--- config.mk ---
export PLATFORM = sky130hd
export DESIGN_NAME = divider_ratio_detector
export DESIGN_NICKNAME = d
export VERILOG_FILES = /design/src/rtl/divider_ratio_detector.sv
export SDC_FILE = /design/constraint.sdc
export NUM_CORES = 1
export LEC_CHECK = 0
export CAP_MARGIN = 20
export CELL_PAD_IN_SITES_DETAIL_PLACEMENT = 1
export CELL_PAD_IN_SITES_GLOBAL_PLACEMENT = 1
export CORE_MARGIN = 2
export CORE_UTILIZATION = 35
export CTS_CLUSTER_SIZE = 40
export DETAILED_ROUTE_END_ITERATION = 7
export PLACE_DENSITY = 0.77
export RECOVER_POWER = 25
export SLEW_MARGIN = 20
export SYNTH_ARGS = -nofsm -noshare
export SYNTH_HDL_FRONTEND = slang
export SYNTH_SLANG_ARGS = --single-unit
--- constraint.sdc ---
create_clock -name clk -period 2 [get_ports clk]
set_clock_uncertainty 0.05 [all_clocks]
set_input_delay 0.3 -clock clk [delete_from_list [all_inputs] [get_ports clk]]
set_output_delay 0.3 -clock clk [all_outputs]
set_load 0.1 [all_outputs]
--- src/rtl/divider_ratio_detector.sv ---
// Measures the period of a divided clock (div_in) in clk cycles, reports lock and mismatch, and flags a timeout.
// Optional duty-cycle checking is compiled in when DUTY_CHECK_EN is defined.
module divider_ratio_detector #(
    parameter int CNT_W    = 4,
    parameter int LOCK_CNT = 4,
    parameter int TIMEOUT  = 15
) (
    input  logic             clk,
    input  logic             reset_n,
    input  logic             enable,
    input  logic             div_in,
    input  logic [CNT_W-1:0] expected_ratio,
    output logic [CNT_W-1:0] ratio,
    output logic             ratio_valid,
    output logic             locked,
    output logic             mismatch,
    output logic             timeout,
    output logic             duty_err
);

    localparam int LC_W = $clog2(LOCK_CNT + 1);
    localparam logic [CNT_W-1:0] CNT_MAX  = '1;
    localparam logic [CNT_W-1:0] TO_VAL   = CNT_W'(TIMEOUT);
    localparam logic [LC_W-1:0]  LOCK_VAL = LC_W'(LOCK_CNT);

    typedef enum logic [1:0] {
        IDLE = 2'd0,
        ARM  = 2'd1,
        MEAS = 2'd2,
        LOCK = 2'd3
    } state_t;

    state_t           state_q, state_d;
    logic             sync1_q, sync2_q, sync3_q;
    logic [CNT_W-1:0] cnt_q, cnt_d;
    logic [LC_W-1:0]  lockCnt_q, lockCnt_d;
    logic [CNT_W-1:0] ratio_q, ratio_d;
    logic             ratioValid_q, ratioValid_d;
    logic             locked_q, locked_d;
    logic             mismatch_q, mismatch_d;
    logic             timeout_q, timeout_d;
    logic             rise;

    // div_in is asynchronous: two flops for metastability, a third for edge detection.
    always_ff @(posedge clk or negedge reset_n) begin
        if (!reset_n) begin
            sync1_q <= 1'b0;
            sync2_q <= 1'b0;
            sync3_q <= 1'b0;
        end else begin
            sync1_q <= div_in;
            sync2_q <= sync1_q;
            sync3_q <= sync2_q;
        end
    end

    assign rise = sync2_q & ~sync3_q;

    always_ff @(posedge clk or negedge reset_n) begin
        if (!reset_n) begin
            state_q      <= IDLE;
            cnt_q        <= '0;
            lockCnt_q    <= '0;
            ratio_q      <= '0;
            ratioValid_q <= 1'b0;
            locked_q     <= 1'b0;
            mismatch_q   <= 1'b0;
            timeout_q    <= 1'b0;
        end else begin
            state_q      <= state_d;
            cnt_q        <= cnt_d;
            lockCnt_q    <= lockCnt_d;
            ratio_q      <= ratio_d;
            ratioValid_q <= ratioValid_d;
            locked_q     <= locked_d;
            mismatch_q   <= mismatch_d;
            timeout_q    <= timeout_d;
        end
    end

    always_comb begin
        state_d      = state_q;
        cnt_d        = cnt_q;
        lockCnt_d    = lockCnt_q;
        ratio_d      = ratio_q;
        ratioValid_d = 1'b0;
        locked_d     = locked_q;
        timeout_d    = timeout_q;

        if (!enable) begin
            state_d   = IDLE;
            cnt_d     = '0;
            lockCnt_d = '0;
            ratio_d   = '0;
            locked_d  = 1'b0;
            timeout_d = 1'b0;
        end else begin
            case (state_q)
                IDLE: begin
                    state_d = ARM;
                end
                default: begin
                    if (rise) begin
                        // A rise coinciding with the timeout count still counts as a valid period.
                        cnt_d     = CNT_W'(1);
                        timeout_d = 1'b0;
                        if (state_q == ARM) begin
                            state_d   = MEAS;
                            lockCnt_d = '0;
                        end else begin
                            ratio_d      = cnt_q;
                            ratioValid_d = 1'b1;
                            if ((lockCnt_q != '0) && (cnt_q == ratio_q)) begin
                                if (lockCnt_q < LOCK_VAL) begin
                                    lockCnt_d = lockCnt_q + LC_W'(1);
                                end
                            end else begin
                                lockCnt_d = LC_W'(1);
                            end
                            if (lockCnt_d == LOCK_VAL) begin
                                state_d  = LOCK;
                                locked_d = 1'b1;
                            end else begin
                                state_d  = MEAS;
                                locked_d = 1'b0;
                            end
                        end
                    end else begin
                        if (cnt_q != CNT_MAX) begin
                            cnt_d = cnt_q + CNT_W'(1);
                        end
                        if (cnt_q == TO_VAL) begin
                            timeout_d = 1'b1;
                            locked_d  = 1'b0;
                            lockCnt_d = '0;
                            state_d   = ARM;
                        end
                    end
                end
            endcase
        end

        mismatch_d = locked_d && (expected_ratio != '0) && (ratio_d != expected_ratio);
    end

`ifdef DUTY_CHECK_EN
    logic [CNT_W-1:0] hcnt_q, hcnt_d;
    logic             dutyErr_q, dutyErr_d;
    logic [CNT_W:0]   periodWide, halfLo, halfHi, highWide;

    // High time is counted from the rise cycle up to the cycle before the next rise.
    always_comb begin
        periodWide = {1'b0, cnt_q};
        halfLo     = periodWide >> 1;
        halfHi     = (periodWide + (CNT_W + 1)'(1)) >> 1;
        highWide   = {1'b0, hcnt_q};
        hcnt_d     = hcnt_q;
        dutyErr_d  = dutyErr_q;

        if (!enable) begin
            hcnt_d    = '0;
            dutyErr_d = 1'b0;
        end else if (rise) begin
            hcnt_d = CNT_W'(1);
            if (((state_q == MEAS) || (state_q == LOCK)) &&
                (highWide != halfLo) && (highWide != halfHi)) begin
                dutyErr_d = 1'b1;
            end
        end else if (sync2_q && (hcnt_q != CNT_MAX)) begin
            hcnt_d = hcnt_q + CNT_W'(1);
        end
    end

    always_ff @(posedge clk or negedge reset_n) begin
        if (!reset_n) begin
            hcnt_q    <= '0;
            dutyErr_q <= 1'b0;
        end else begin
            hcnt_q    <= hcnt_d;
            dutyErr_q <= dutyErr_d;
        end
    end

    assign duty_err = dutyErr_q;
`else
    assign duty_err = 1'b0;
`endif

    assign ratio       = ratio_q;
    assign ratio_valid = ratioValid_q;
    assign locked      = locked_q;
    assign mismatch    = mismatch_q;
    assign timeout     = timeout_q;

endmodule
==> images/pdn.png <==
The bar under the picture is 20 microns long. Pins as bars on the die edge.
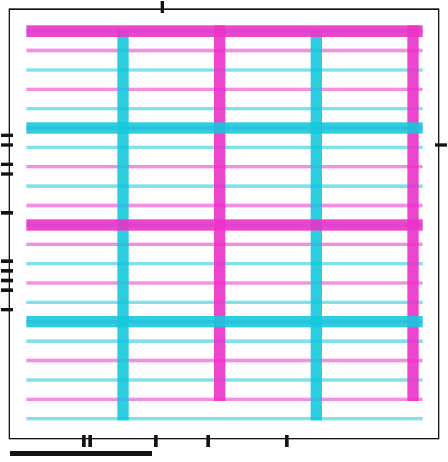
Key: VDD = magenta; VSS = cyan
The core has 20 rows. 17 signal pins sit on the boundary. 4 straps on met5.
height of the die: 60.09 microns
core box area: 3028 sq um
IR drop worst, VDD: 0.2844 mV

==> images/cell_classes.png <==
The bar under the picture is 20 microns long.
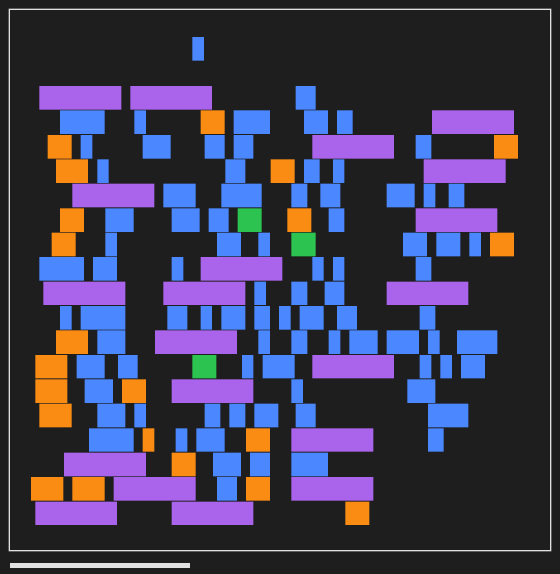
Key: flip-flops = purple [cells 20]; all other logic = blue [cells 85]; cells driving clock nets = green [cells 3]; other buffers and delay cells = orange [cells 21]

==> images/clock_map.png <==
The bar under the picture is 20 microns long.
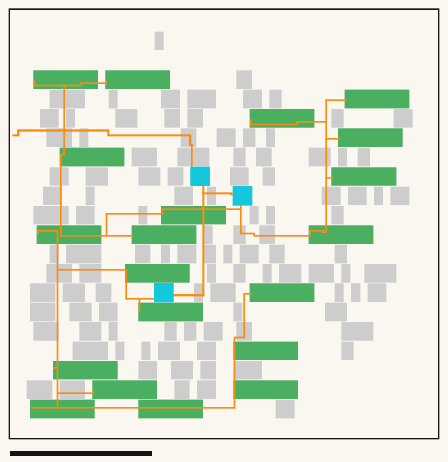
Key: clock wires = orange [length 282 microns]; cells driving clock nets = cyan [count 3]; flip-flops = green [count 20]
Position of the flops: spread over the die. There are 4 routed clock nets.

==> images/metal_stack.png <==
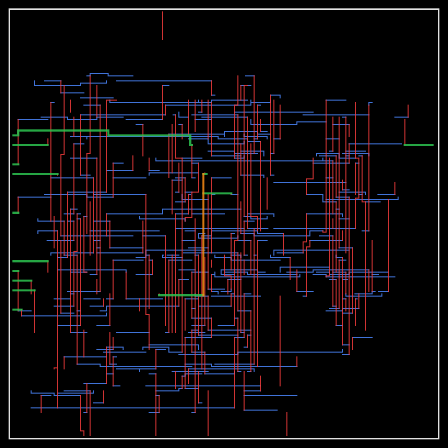
Key: met2 = red [wire length 1370 microns]; met4 = orange [wire length 17.0 microns]; met3 = green [wire length 66.7 microns]; met1 = blue [wire length 1150 microns]
gr usage total: 16.26%
routed len/inst: 15.03 microns
routed via count: 880
total routed wirelength: 2.600 mm

[stage by stage]
stage | setup slack, ns | utilization (%) | TNS, ns
final | 0.1404 | 43.35 | 0
after floorplan | 0.09220 | - | 0
after global routing | 0.08063 | 43.35 | 0
after CTS | 0.1461 | 43.47 | 0
after global placement | 0.04650 | 42.73 | 0
after detailed placement | -0.001805 | 42.73 | -0.001805
[where the power goes]
part | internal [mW] | switching, mW
sequential | 0.417 | 0.0144
clock | 0.0703 | 0.125
combinational | 0.0435 | 0.0792
[worst max-delay path: stages (launching register included)]
cell	delay (ns)
sky130_fd_sc_hd__dfrtp_1	0.41
sky130_fd_sc_hd__inv_1	0.06
sky130_fd_sc_hd__ha_1	0.28
sky130_fd_sc_hd__nor4bb_1	0.29
sky130_fd_sc_hd__a2bb2oi_1	0.20
sky130_fd_sc_hd__a31oi_1	0.12
sky130_fd_sc_hd__a21oi_1	0.22
sky130_fd_sc_hd__and3_1	0.17
[synthesized netlist by cell type (3+ instances only)]
| cell type | count |
|---|---|
| sky130_fd_sc_hd__xor2_1 | 4 |
| sky130_fd_sc_hd__nor2_1 | 6 |
| sky130_fd_sc_hd__o21ai_1 | 4 |
| sky130_fd_sc_hd__buf_2 | 3 |
| sky130_fd_sc_hd__dfrtp_1 | 20 |
| sky130_fd_sc_hd__a21oi_1 | 6 |
| sky130_fd_sc_hd__mux2i_2 | 4 |
| sky130_fd_sc_hd__nor2b_1 | 5 |
| sky130_fd_sc_hd__nand2_1 | 13 |
| sky130_fd_sc_hd__ha_1 | 3 |
| sky130_fd_sc_hd__inv_1 | 5 |
| sky130_fd_sc_hd__xnor2_1 | 4 |
| sky130_fd_sc_hd__and3_1 | 4 |
[state kept, by name, indices dropped and copies added (netlist names)]
register,count
timeout,1
ratio_valid,1
lockCnt_q,3
state_q,2
sync1_q,1
sync3_q,1
cnt_q,4
mismatch,1
ratio,4
locked,1
sync2_q,1
[placed cells by master (no fill, tap or decap), types with 2 or more instances in the layout]
master / Yosys / routed
sky130_fd_sc_hd__a21oi_1: 6 / 6
sky130_fd_sc_hd__and3_1: 4 / 4
sky130_fd_sc_hd__nor2_1: 6 / 6
sky130_fd_sc_hd__o21ai_0: 2 / 2
sky130_fd_sc_hd__o21ai_1: 4 / 4
sky130_fd_sc_hd__dfrtp_1: 20 / 20
sky130_fd_sc_hd__o221a_1: 2 / 2
sky130_fd_sc_hd__nor2b_1: 5 / 5
sky130_fd_sc_hd__ha_1: 3 / 3
sky130_fd_sc_hd__clkdlybuf4s50_1: 0 / 5
sky130_fd_sc_hd__nand3_1: 2 / 2
sky130_fd_sc_hd__a22oi_1: 2 / 2
sky130_fd_sc_hd__dlygate4sd3_1: 0 / 2
sky130_fd_sc_hd__xnor2_1: 4 / 4
sky130_fd_sc_hd__buf_4: 1 / 13
sky130_fd_sc_hd__xor2_1: 4 / 4
sky130_fd_sc_hd__clkbuf_4: 0 / 3
sky130_fd_sc_hd__inv_1: 5 / 5
sky130_fd_sc_hd__a31oi_1: 2 / 2
sky130_fd_sc_hd__mux2i_2: 4 / 4
sky130_fd_sc_hd__nand2_1: 13 / 13
==> reports/qor.txt <==
status - complete, no violations
capture point of the critical path - mismatch
Total Power Consumption - 0.7491 mW
area share of and-or/or-and cells after synthesis - 16.02%
fmax - 0.5378 GHz
slew at the pin closest to its max-slew limit - 1.028 ns
CP endpoint kind - flip-flop
Setup Buffers After CTS - 0
setup slack on the worst flop-to-flop path - 0.14 ns
GR met3 Demand/Resource - 2.814%
main flop type - sky130_fd_sc_hd__dfrtp_1
setup repair after global routing missed its margin - false
initial cell density of the core - 36.36%
count of boundary I/O pins - 17
Setup-failing EPs final - 0
FF+latch area - 500.5 sq um
number of instances in the placed design - 170
area growth from synthesis to final layout - 19.20%
pin count of the biggest net entering global routing - 20
H-tree level count - 1
DRC violation count after routing - 0
horizontal die size - 60.09 microns
Most Crowded Layer GR - met2
met1 layer wirelength in the final routing - 1.147 mm
Gate Count Post-Synth - 111
cell area after placement - 1294 sq um
WHS - 0.1644 ns
count of state elements after synthesis - 20
Max Root-Sink Buffers - 2
starting DRC count in detailed routing - 40
footprint of the multi-input gates - 544.3 sq um
post-cts resize count - 0
via count of the first global-routing pass - 988
finished layout cell area - 1313 sq um
logic depth of the worst register-to-register path - 7
area fraction in full adders, half adders and majority gates - 3.409%
Hold Path Class - in2async
Netlist cell types - 38
number of warnings in the stage logs - 27
xor/xnor share - 6.364%
WL met2 - 1.369 mm
Filler Cells Inserted - 359
met2 Use GR - 28.73%
total die size - 3611 sq um
number of cell instances after yosys synthesis - 111
Power figures rest on the tool's default switching activity, not on a simulated workload.
